**src/rtl/tmds_link_ctrl.sv**
```systemverilog
// TMDS link bring-up sequencer: lock filter, serializer reset, control-token warmup, then data pass-through.
// Latency: all outputs registered; in ACTIVE o_tmds is i_tmds delayed by one cycle.
// Backpressure: none; free-running pixel stream, any lock/enable loss aborts to RESET.
module tmds_link_ctrl #(
    parameter int LOCK_FILTER   = 8,
    parameter int RST_CYCLES    = 16,
    parameter int WARMUP_CYCLES = 64
) (
    input  logic        i_clk,
    input  logic        i_rst_n,
    input  logic        i_pll_locked,
    input  logic        i_enable,
    input  logic [29:0] i_tmds,
    output logic        o_rst_oserdes,
    output logic [29:0] o_tmds,
    output logic        o_link_up,
    output logic [1:0]  o_state,
    output logic [7:0]  o_relock_count
);

    localparam int CNT_MAX = (RST_CYCLES > WARMUP_CYCLES) ? RST_CYCLES : WARMUP_CYCLES;
    localparam int CW      = $clog2(CNT_MAX + 1);

    localparam logic [CW-1:0] RST_LAST   = CW'(RST_CYCLES - 1);
    localparam logic [CW-1:0] WARM_LAST  = CW'(WARMUP_CYCLES - 1);
    localparam logic [7:0]    LF_MAX     = 8'(LOCK_FILTER);
    localparam logic [7:0]    LF_LAST    = 8'(LOCK_FILTER - 1);
    localparam logic [29:0]   CTRL_TOKEN = {3{10'b1101010100}};

    typedef enum logic [1:0] {
        ST_RESET      = 2'b00,
        ST_SERDES_RST = 2'b01,
        ST_WARMUP     = 2'b10,
        ST_ACTIVE     = 2'b11
    } state_t;

    state_t        state, state_nxt;
    logic [CW-1:0] cyc_cnt, cyc_nxt;
    logic [7:0]    lock_cnt, lock_nxt;
    logic          lock_ok;
    logic          relock_inc;

    always_comb begin
        state_nxt  = state;
        relock_inc = 1'b0;
        lock_nxt   = '0;
        if (i_pll_locked)
            lock_nxt = (lock_cnt == LF_MAX) ? LF_MAX : lock_cnt + 8'd1;
        // lock_cnt holds prior consecutive highs, so this edge completes the window
        lock_ok = i_pll_locked && (lock_cnt >= LF_LAST);

        if (!i_pll_locked || !i_enable) begin
            state_nxt  = ST_RESET;
            relock_inc = (state == ST_ACTIVE) && !i_pll_locked;
        end else begin
            case (state)
                ST_RESET:      if (lock_ok)               state_nxt = ST_SERDES_RST;
                ST_SERDES_RST: if (cyc_cnt == RST_LAST)   state_nxt = ST_WARMUP;
                ST_WARMUP:     if (cyc_cnt == WARM_LAST)  state_nxt = ST_ACTIVE;
                ST_ACTIVE:                                state_nxt = ST_ACTIVE;
            endcase
        end

        if (state_nxt != state || state == ST_RESET || state == ST_ACTIVE)
            cyc_nxt = '0;
        else
            cyc_nxt = cyc_cnt + CW'(1);
    end

    always_ff @(posedge i_clk) begin
        if (!i_rst_n) begin
            state          <= ST_RESET;
            cyc_cnt        <= '0;
            lock_cnt       <= '0;
            o_relock_count <= '0;
            o_rst_oserdes  <= 1'b1;
            o_tmds         <= CTRL_TOKEN;
            o_link_up      <= 1'b0;
        end else begin
            state    <= state_nxt;
            cyc_cnt  <= cyc_nxt;
            lock_cnt <= lock_nxt;
            if (relock_inc && o_relock_count != 8'hFF)
                o_relock_count <= o_relock_count + 8'd1;
            o_rst_oserdes <= (state_nxt == ST_RESET) || (state_nxt == ST_SERDES_RST);
            o_tmds        <= (state_nxt == ST_ACTIVE) ? i_tmds : CTRL_TOKEN;
            o_link_up     <= (state_nxt == ST_ACTIVE);
        end
    end

    assign o_state = state;

endmodule

```
**config.mk**
```make
export PLATFORM = sky130hd
export DESIGN_NAME = tmds_link_ctrl
export DESIGN_NICKNAME = d
export VERILOG_FILES = /design/src/rtl/tmds_link_ctrl.sv
export SDC_FILE = /design/constraint.sdc
export NUM_CORES = 1
export LEC_CHECK = 0
export ABC_AREA = 1
export ABC_CLOCK_PERIOD_IN_PS = 1600
export CORE_MARGIN = 2
export CORE_UTILIZATION = 39
export DETAILED_ROUTE_END_ITERATION = 16
export GPL_TIMING_DRIVEN = 0
export PLACE_DENSITY = 0.78
export SLEW_MARGIN = 0
export SYNTH_ARGS = -nofsm -noshare
export SYNTH_HDL_FRONTEND = slang
export SYNTH_SLANG_ARGS = --single-unit
```
**constraint.sdc**
```tcl
create_clock -name i_clk -period 1.6 [get_ports i_clk]
set_input_delay 0.32 -clock i_clk [delete_from_list [all_inputs] [get_ports i_clk]]
set_output_delay 0.32 -clock i_clk [all_outputs]
set_load 0.05 [all_outputs]
```
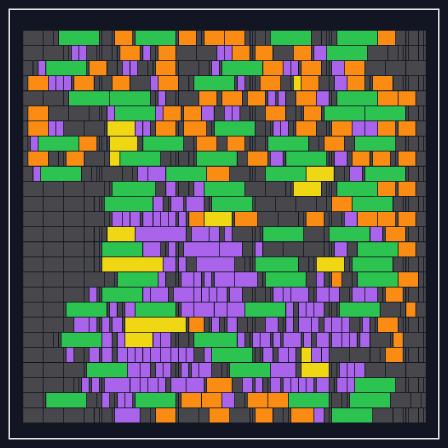
run_1/cell_classes.png
Fill, decap, tap and diode cells in grey.
other buffers and delay cells: in orange, cells 80, share of their area 24%. flip-flops: in green, cells 57, share of their area 37%. clock drivers and dummy loads: in yellow, cells 14, share of their area 6.4%. all other logic: in purple, cells 187, share of their area 32%.
row cnt: 26
Final Util: 61.5%
core area: 5140 sq um
Seq/total area: 36.3%

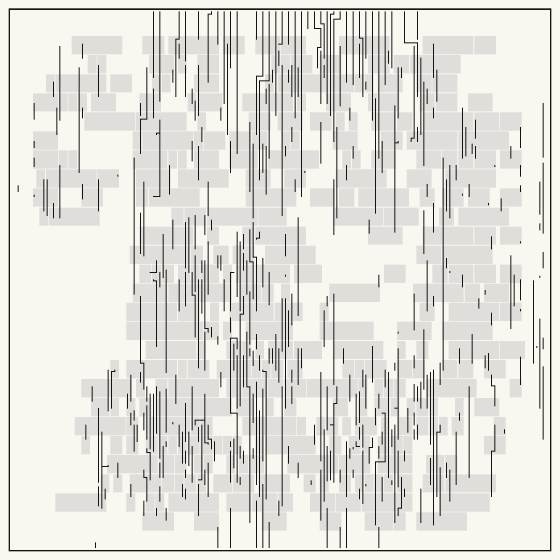
run_1/met2.png
305 nets have wire on it. The layer holds 49% of the routed length. The wires run mostly vertical.
DR vias: 1805
Routed WL: 4390 um

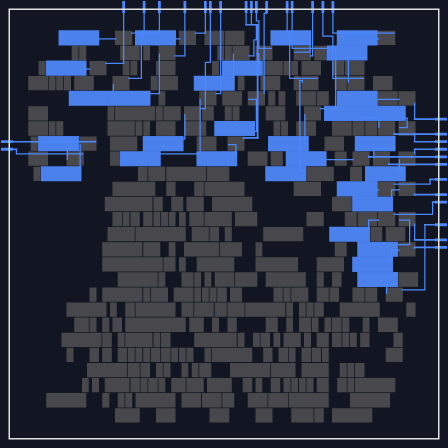
run_1/port_nets.png
`o_tmds`: in blue, direction output, edge 16 top, 12 right, 2 left, end cells 30, buffers 30, wire 514 um.
port bufs: 75
# IOs: 76

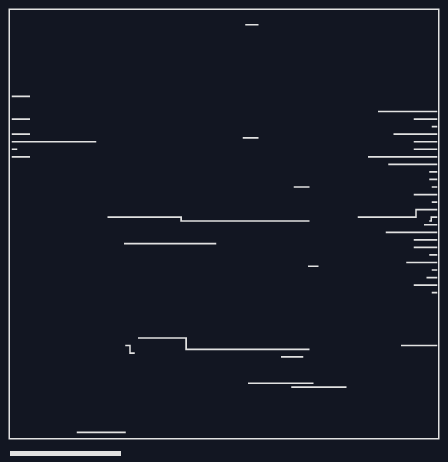
run_1/met3.png
The bar under the picture is 20 um long.
39 nets have wire on it. The longest straight run is 23.0 um. The wires run mostly horizontal. The layer carries 273 um of wire.
GR Layer Usage met3: 5.76%

==> notes.md, run 1 <==
run results: synth cell count leaders=57 x dfxtp_1, 43 x inv_1, 33 x nor2_1, 27 x nand2_1, 18 x a21oi_1, Root Buffer=clkbuf_8, GR Util met1=17.2%, yosys cell count=247, met2 Use GR=26.2%, first-pass GRT wire length=7340 um, vias in the first global route=1726, Seq power=1.42 mW, global placement routability congestion=0.809, Setup Crit Path Kind=flop to output port, Finished Layout Cells=408, die width=77.1 um, Total GRT Usage=15.6%, yosys adder share=2.40%, status=complete, no violations, Clock Skew=0.00844 ns, dominant logic cell type in the layout=dfxtp_1, post-synth cell types=25, CP max-delay cell=clkdlybuf4s15_1, logic area=818 sq um, registers=57, family with the most delay on the worst path=buffers and inverters, busiest grt layer=met2, EDFF count, synth=0, Final ANT Viol Nets=0, CP bufs+invs=1, Yosys top cell by area=dfxtp_1, clock slew at reported path FFs=0.06 ns, highest routed layer=met4, Power Density=915 nW/um^2, top power group=sequential cells, drt wl/cell=10.8 um, CP required=1.28 ns, Final Cycle Share=96.9%, Arr. time, crit path=1.23 ns, signal buffers share of area=23.6%, clock group power=1.36 mW, comb pwr=0.111 mW
## Run 2: what changed since run 1
--- a/config.mk
+++ b/config.mk
@@ -8,10 +8,10 @@
 export ABC_AREA = 1
 export ABC_CLOCK_PERIOD_IN_PS = 1600
 export CORE_MARGIN = 2
-export CORE_UTILIZATION = 39
+export CORE_UTILIZATION = 30
 export DETAILED_ROUTE_END_ITERATION = 16
 export GPL_TIMING_DRIVEN = 0
-export PLACE_DENSITY = 0.78
+export PLACE_DENSITY = 0.64
 export SLEW_MARGIN = 0
 export SYNTH_ARGS = -nofsm -noshare
 export SYNTH_HDL_FRONTEND = slang
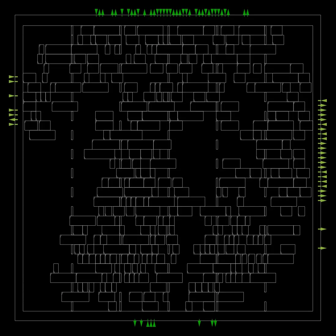
run_2/final_placement.png
Seq/total area: 36.0%
row cnt: 30
Final Util: 47.3%
# fillers: 668
core area: 6760 sq um

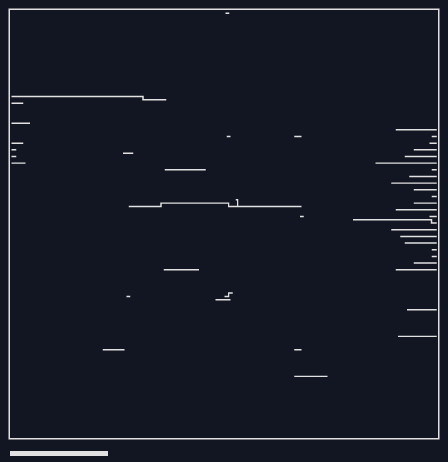
run_2/met3.png
The bar under the picture is 20 um long.
38 nets have wire on it. The wires run mostly horizontal.
Routed WL: 4680 um
DR vias: 1847
GR Layer Usage met3: 3.03%

==> run 2 against run 1 <==
Sequential share of layout area shrank 0.36 points; clock-buffer cell count grew 5; critical path depth is the same; register-to-register slack lost 0.03 ns; combinational power is essentially flat; non-clock buffer count grew 4; critical endpoint is now o_state[0].
==> notes.md, run 2 <==
run results: status=complete, no violations, highest routed layer=met4, top power group=sequential cells, GR Util met1=14.5%, Final ANT Viol Nets=0, post-synth cell types=25, clock group power=1.26 mW, vias in the first global route=1686, Clock Skew=0.0104 ns, CP bufs+invs=1, die width=87.4 um, # IOs=76, Power Density=873 nW/um^2, logic area=816 sq um, CP required=1.28 ns, yosys adder share=2.40%, Seq power=1.42 mW, clock slew at reported path FFs=0.06 ns, Final Cycle Share=97.9%, Total GRT Usage=12.4%
## Run 3: what changed since run 2
--- a/config.mk
+++ b/config.mk
@@ -6,12 +6,12 @@
 export NUM_CORES = 1
 export LEC_CHECK = 0
 export ABC_AREA = 1
-export ABC_CLOCK_PERIOD_IN_PS = 1600
+export ABC_CLOCK_PERIOD_IN_PS = 1750
 export CORE_MARGIN = 2
 export CORE_UTILIZATION = 30
 export DETAILED_ROUTE_END_ITERATION = 16
 export GPL_TIMING_DRIVEN = 0
-export PLACE_DENSITY = 0.64
+export PLACE_DENSITY = 0.62
 export SLEW_MARGIN = 0
 export SYNTH_ARGS = -nofsm -noshare
 export SYNTH_HDL_FRONTEND = slang
==> constraint.sdc (replaced) <==
create_clock -name i_clk -period 1.75 [get_ports i_clk]
set_input_delay 0.35 -clock i_clk [delete_from_list [all_inputs] [get_ports i_clk]]
set_output_delay 0.35 -clock i_clk [all_outputs]
set_load 0.05 [all_outputs]
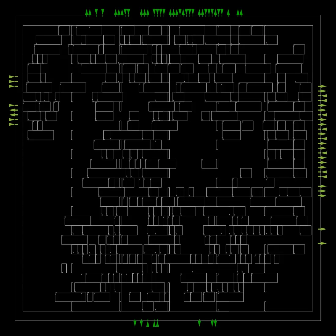
run_3/final_placement.png
Tapcell Cnt: 80
Seq/total area: 36.6%

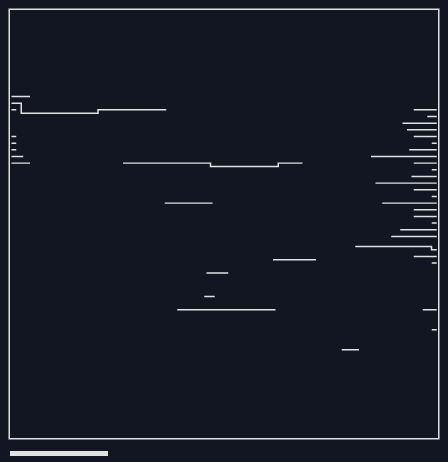
run_3/met3.png
The bar under the picture is 20 um long.
The layer carries 261 um of wire. The wires run mostly horizontal. 37 nets have wire on it. The layer holds 5.9% of the routed length.
DR vias: 1807
GR Layer Usage met3: 5.12%
Routed WL: 4400 um

==> run 3 against run 2 <==
Non-clock buffer count shrank 5; combinational power shrank 9%; core utilization shrank 1.2 points; setup slack gained 0.058 ns; worst hold slack gained 0.16 ns; critical path type unchanged; largest power group unchanged; highest routed layer unchanged.
==> notes.md, run 3 <==
run results: status=complete, no violations, yosys adder share=2.40%, CP bufs+invs=1, Final Util=46.1%, family with the most delay on the worst path=buffers and inverters, Worst R2R Setup Slack=0.14 ns, DRC=0, clock group power=1.21 mW, highest routed layer=met4, comb pwr=0.0996 mW, slew at the pin closest to its max-slew limit=0.575 ns, Seq power=1.30 mW, synth cell count leaders=57 x dfxtp_1, 43 x inv_1, 33 x nor2_1, 27 x nand2_1, 18 x a21oi_1, Yosys top cell by area=dfxtp_1, Post-CTS Setup Bufs=0, registers=57, GR Util met1=14.2%, signal buffers share of area=23.6%, Total GRT Usage=11.9%, first-pass GRT wire length=7000 um, vias in the first global route=1631, Power Density=839 nW/um^2, global placement routability congestion=0.799, busiest grt layer=met2, logic area=779 sq um, invs w/o clock=44, drt wl/cell=10.5 um, XOR Share, Synth=2.94%, Final ANT Viol Nets=0, top power group=sequential cells, VDD IR max=0.000371 V, Clock Skew=0.00638 ns, # fillers=677, CP required=1.40 ns, post-synth cell types=25, Root Buffer=clkbuf_8, # IOs=76, yosys cell count=247, CP max-delay cell=dlygate4sd2_1, met2 Use GR=18.7%, dominant logic cell type in the layout=dfxtp_1, share of post-route cells with drive strength above 1=8.88%, port bufs=75, Finished Layout Cells=418, clock slew at reported path FFs=0.06 ns, EDFF count, synth=0, core area=6760 sq um
Power and IR drop assume default switching activity.
